<file path="src/rtl/cpu_bus_arbiter.sv">
// rtl/cpu_bus_arbiter.sv - single-owner CPU/DMA memory bus arbiter with per-region wait states
// Optional ARB_DMA_BURST_LIMIT_EN caps consecutive DMA grants while the CPU is waiting.
module cpu_bus_arbiter #(
    parameter int WS_FAST = 0,
    parameter int WS_SLOW = 3
`ifdef ARB_DMA_BURST_LIMIT_EN
    ,
    parameter int DMA_BURST_MAX = 4
`endif
) (
    input  logic        CLK,
    input  logic        RST_N,
    input  logic [23:0] cpu_addr,
    input  logic [7:0]  cpu_dout,
    input  logic        cpu_we,
    input  logic        cpu_vda,
    input  logic        cpu_vpa,
    output logic        cpu_rdy,
    output logic [7:0]  cpu_din,
    input  logic        dma_req,
    input  logic [23:0] dma_addr,
    input  logic [7:0]  dma_dout,
    input  logic        dma_we,
    output logic        dma_gnt,
    output logic        dma_ack,
    output logic [7:0]  dma_din,
    output logic        mem_cs,
    output logic        mem_we,
    output logic [23:0] mem_addr,
    output logic [7:0]  mem_dout,
    input  logic [7:0]  mem_din
);

    typedef enum logic [1:0] {IDLE = 2'd0, CPU_ACC = 2'd1, DMA_ACC = 2'd2} state_t;

    localparam logic [3:0] WS_FAST_C = 4'(WS_FAST);
    localparam logic [3:0] WS_SLOW_C = 4'(WS_SLOW);

    state_t      state_q, state_d;
    logic [3:0]  cnt_q, cnt_d;
    logic        mem_we_q, mem_we_d;
    logic [23:0] mem_addr_q, mem_addr_d;
    logic [7:0]  mem_dout_q, mem_dout_d;
    logic [7:0]  cpu_din_q, cpu_din_d;
    logic [7:0]  dma_din_q, dma_din_d;
    logic        cpu_valid;
    logic        grant_dma;
    logic        last_cycle;
    logic        cpu_done;

    // Banks $00-$01 sit on the slow bus.
    function automatic logic [3:0] region_ws(input logic [23:0] addr);
        return (addr[23:17] == 7'd0) ? WS_SLOW_C : WS_FAST_C;
    endfunction

    assign cpu_valid  = cpu_vda | cpu_vpa;
    assign last_cycle = (state_q != IDLE) && (cnt_q == 4'd0);
    assign cpu_done   = (state_q == CPU_ACC) && last_cycle;

`ifdef ARB_DMA_BURST_LIMIT_EN
    localparam int BW = $clog2(DMA_BURST_MAX + 2);
    localparam logic [BW-1:0] BURST_MAX_C = BW'(DMA_BURST_MAX);

    logic [BW-1:0] burst_q, burst_d;

    assign grant_dma = dma_req && !(cpu_valid && (burst_q >= BURST_MAX_C));

    // Only DMA grants taken while the CPU waits count toward the cap.
    always_comb begin
        burst_d = burst_q;
        if (state_q == IDLE) begin
            if (grant_dma && cpu_valid) begin
                burst_d = burst_q + 1'b1;
            end else begin
                burst_d = '0;
            end
        end
    end

    always_ff @(posedge CLK or negedge RST_N) begin
        if (!RST_N) begin
            burst_q <= '0;
        end else begin
            burst_q <= burst_d;
        end
    end
`else
    assign grant_dma = dma_req;
`endif

    always_comb begin
        state_d    = state_q;
        cnt_d      = cnt_q;
        mem_we_d   = mem_we_q;
        mem_addr_d = mem_addr_q;
        mem_dout_d = mem_dout_q;
        cpu_din_d  = cpu_din_q;
        dma_din_d  = dma_din_q;
        case (state_q)
            IDLE: begin
                if (grant_dma) begin
                    state_d    = DMA_ACC;
                    mem_addr_d = dma_addr;
                    mem_dout_d = dma_dout;
                    mem_we_d   = dma_we;
                    cnt_d      = region_ws(dma_addr);
                end else if (cpu_valid) begin
                    state_d    = CPU_ACC;
                    mem_addr_d = cpu_addr;
                    mem_dout_d = cpu_dout;
                    mem_we_d   = cpu_we;
                    cnt_d      = region_ws(cpu_addr);
                end
            end
            CPU_ACC, DMA_ACC: begin
                if (cnt_q == 4'd0) begin
                    state_d = IDLE;
                    if (!mem_we_q) begin
                        if (state_q == CPU_ACC) begin
                            cpu_din_d = mem_din;
                        end else begin
                            dma_din_d = mem_din;
                        end
                    end
                end else begin
                    cnt_d = cnt_q - 4'd1;
                end
            end
            default: state_d = IDLE;
        endcase
    end

    always_ff @(posedge CLK or negedge RST_N) begin
        if (!RST_N) begin
            state_q    <= IDLE;
            cnt_q      <= 4'd0;
            mem_we_q   <= 1'b0;
            mem_addr_q <= 24'd0;
            mem_dout_q <= 8'd0;
            cpu_din_q  <= 8'd0;
            dma_din_q  <= 8'd0;
        end else begin
            state_q    <= state_d;
            cnt_q      <= cnt_d;
            mem_we_q   <= mem_we_d;
            mem_addr_q <= mem_addr_d;
            mem_dout_q <= mem_dout_d;
            cpu_din_q  <= cpu_din_d;
            dma_din_q  <= dma_din_d;
        end
    end

    assign mem_cs   = (state_q != IDLE);
    assign mem_we   = mem_cs & mem_we_q;
    assign mem_addr = mem_addr_q;
    assign mem_dout = mem_dout_q;
    assign dma_gnt  = (state_q == DMA_ACC);
    assign dma_ack  = dma_gnt & last_cycle;
    assign cpu_rdy  = cpu_done | (!cpu_valid && (state_q != CPU_ACC));
    // Read data is forwarded in the completion cycle, then held from the capture register.
    assign cpu_din  = (cpu_done && !mem_we_q) ? mem_din : cpu_din_q;
    assign dma_din  = (dma_ack && !mem_we_q) ? mem_din : dma_din_q;

endmodule

</file>
<file path="config.mk">
export PLATFORM = sky130hd
export DESIGN_NAME = cpu_bus_arbiter
export DESIGN_NICKNAME = d
export VERILOG_FILES = /design/src/rtl/cpu_bus_arbiter.sv
export SDC_FILE = /design/constraint.sdc
export NUM_CORES = 1
export LEC_CHECK = 0
export ABC_AREA = 1
export CAP_MARGIN = 15
export CELL_PAD_IN_SITES_DETAIL_PLACEMENT = 1
export CELL_PAD_IN_SITES_GLOBAL_PLACEMENT = 2
export CORE_AREA = 2 2 88 175
export CTS_CLUSTER_SIZE = 14
export DETAILED_ROUTE_END_ITERATION = 7
export DIE_AREA = 0 0 90 177
export PLACE_DENSITY_LB_ADDON = 0.3
export SLEW_MARGIN = 20
export SYNTH_ARGS = -nofsm -noshare
export SYNTH_HDL_FRONTEND = slang
export SYNTH_SLANG_ARGS = --single-unit
</file>
<file path="constraint.sdc">
create_clock -name CLK -period 1.78 [get_ports CLK]
set_input_delay 0.534 -clock CLK [delete_from_list [all_inputs] [get_ports CLK]]
set_output_delay 0.534 -clock CLK [all_outputs]
set_load 0.005 [all_outputs]
</file>
==> results.txt <==
Results of an implementation run.

Per the synthesis report, the XOR/XNOR share of the synthesized area is 0.00305. The global routing usage summed across all routing layers is 0.133. The dominant power group in this design is combinational logic.

The commonest cells after synthesis are 115 x nand2_1, 55 x dfrtp_1, 49 x nor2_1, 31 x a31oi_1, 25 x inv_1. The end-of-flow core utilization is 0.374. The count of input and output buffers is 131.

The critical path ends at cpu_din[0]. The number of DRC violations after detailed routing is 0. The total power per unit cell area is about 1600 nW/um^2. The clock net sink count is 55. The power report puts the net switching power at 0.00334 W. From bottom edge to top edge, the die measures 177 um. The later-pin clock latency in the skew report is 0.30 ns. The relative max-transition margin is 0.744. The startpoint type of the worst setup path is a register. The clock tree synthesis step divided the H-tree into 2 levels. The first detailed-routing pass ran for 4 iterations.

No sink is reached through more buffers than the 2 on the longest clock path. The final layout report lists a non-clock buffer count of between 200 and 250. The highest metal layer carrying signal wires in the routed design is met4. The kind of capture point of the worst setup path is an output port. The flip-flop and latch area is 1380 sq um. For met3 alone, demand over resource in global routing was 0.0447. The busiest metal layer after global routing is met2. The most instantiated flip-flop cell in the synthesis netlist is dfrtp_1. The fraction of registers with async set/reset is 1.00. The number of distinct library cells after synthesis is 28. Counting the fill cells in the layout gives 1786. The fmax is 410 MHz. The floorplan step set the die width to 90 um. Of the total power, the share spent switching nets is 0.391. Routing resource usage on met1 recorded by global route was 0.149. The count of boundary I/O pins is around 130.

The area fraction of the largest cell type after synthesis is 0.480. Data on the critical path is required at its endpoint by 1.25 ns. The run finished, with violations left. Sorting the synthesized cells by area gives the leading types as dfrtp_1 48%, nand2_1 15%, a31oi_1 6.8%. The clock tree cell share of total cell area is 0.0280. The slowest stage of the critical path belongs to the cell dfrtp_1. In the per-layer summary, the met1 wirelength comes to roughly 4.4 mm. For this design the static power due to leakage is 2.51 nW.

The endpoint of the most critical register-to-register path is mem_dout[7]. The number of max-slew violations in the final report is 0. The final timing report gives a worst setup slack of -0.657 ns. The power consumed by the clock network is 0.00107 W. At the end of the flow, the number of nets in the layout was 639. The length of routed met2 wiring is 6.45 mm.

On the worst path, the slowest cell contributes a delay of 0.40 ns. The final antenna diode tally reported by the flow is 0. After routing, the total negative slack on setup checks comes to -11.00 ns. The startpoint-to-endpoint class of the critical path is reg2out.

OpenSTA lists the critical path startpoint as cnt_q[1]. The clock slew at the register clock pins of the worst setup and hold paths is approximately 0.080 ns. The power report lists the sequential group at 0.00236 W.

In this run the tools logged warnings totalling 32. The aggregate routed wire length is 11.8 mm. The checks that failed: setup timing. The final timing report derives a shortest allowable period of 2.44 ns. The synthesized netlist handed to floorplanning was reported with a cell count of around 360. Post-synthesis, Yosys gives the total cell area as 2870 sq um. The startpoint of the worst-slack reg-to-reg timing path is state_q[0]. The cell kind with the greatest summed area is non-clock buffers. The cell internal power dissipation is approximately 0.0052 W. The setup check on the worst reg-to-reg path leaves a slack of 0 ns. For this configuration, the core starts out at a cell density of 0.196. The residual overflow from global routing is 0.

The worst clock skew is 0.00513 ns. The share of total power dissipated in the clock network is 0.125. The final report lists the setup-violating endpoint count as 20.

After the first detailed-routing iteration, the DRC count stood at about 41. The synthesized area divided by synthesized cell count is 7.93 sq um. Among cell families on the critical path, the largest total delay comes from simple AND/OR/NAND/NOR gates. Summing over every cut layer, the via total after detailed routing is around 3200. Multi-input logic gates represent a cell area share of 0.289.

The fraction of the mapped netlist area in simple logic gates is 0.256. The weighted congestion at the end of routability-driven global placement is 0.737. The final number of hold-violating endpoints is 0.

The synthesis-to-finish area growth is 91.3%. The number of cells on the critical path is 11.
==> layout by cell type, fill, tap and decap left out, types with 2 or more instances in the layout <==
cell type | Yosys | final
a31oi_1 | 31 | 30
buf_12 | 0 | 6
buf_16 | 0 | 2
nand2_2 | 4 | 14
o21ai_2 | 8 | 8
dlymetal6s2s_1 | 0 | 14
nand2_1 | 115 | 101
o21ai_1 | 3 | 3
inv_2 | 3 | 6
nand3_2 | 3 | 3
buf_4 | 2 | 47
o21a_1 | 8 | 8
o21ai_0 | 16 | 15
nand3_4 | 0 | 4
clkinv_4 | 0 | 2
nand2_4 | 0 | 4
buf_6 | 3 | 11
inv_1 | 25 | 21
buf_8 | 0 | 4
buf_2 | 7 | 19
clkdlybuf4s50_1 | 0 | 95
ha_4 | 0 | 3
nor2_2 | 2 | 9
nor2_1 | 49 | 29
nor2_4 | 1 | 14
o31ai_1 | 2 | 2
dfrtp_1 | 55 | 55
clkbuf_16 | 0 | 8
a21oi_1 | 5 | 4
==> worst reg2reg max path, delay by kind of cell, from the launching register on <==
| family | cells | cell delay [ns] |
|---|---|---|
| buf+inv | 6 | 0.76 |
| flops | 1 | 0.40 |
| compound gates | 2 | 0.32 |
| fa+ha+maj | 1 | 0.19 |
| simple gates | 1 | 0.03 |
==> per-stage QoR <==
step	setup slack [ns]	hold slack [ns]	cells	instance area [sq um]	power [W]
floorplan	-0.159	0.238	362	2880	0.00404
detailed placement	-0.646	0.477	713	4700	0.00633
finish	-0.657	0.143	751	5490	0.00855
global route	-0.769	0.169	751	5490	0.00923
CTS	-0.651	0.152	745	5150	0.00781
global placement	-0.575	0.472	713	4700	0.00627
==> registers in the layout (all words and copies together) (netlist names) <==
signal,cells
state_q,2
cpu_din_q,8
dma_din_q,8
mem_we_q,1
mem_addr,24
mem_dout,8
cnt_q,4
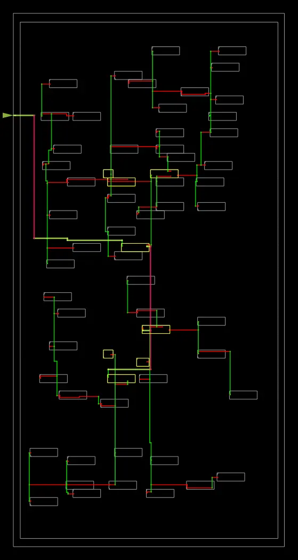
*Clock nets*
clock buffer instance count of the final layout: 5
number of buffers inserted during clock tree synthesis: 5
Flop Count: 55

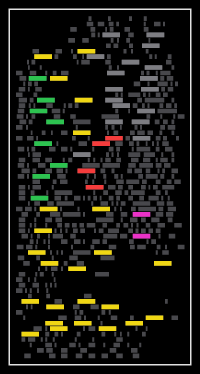
*Sequential cells colored by netlist name*
Drawn at 2 px/um.
name in the netlist	color	sequential cells
state_q	magenta	2
mem_addr	yellow	24
mem_dout	green	8
cnt_q	red	4

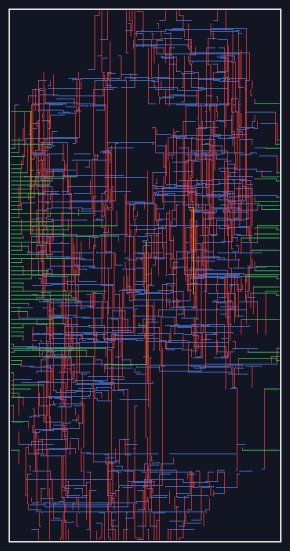
*Routed metal, one color a layer*
Drawn at 3 px/um.
layer	color	wire length
met3	green	868 um
met2	red	6450 um
met1	blue	4390 um
met4	orange	110 um

Power figures rest on the tool's default switching activity, not on a simulated workload.
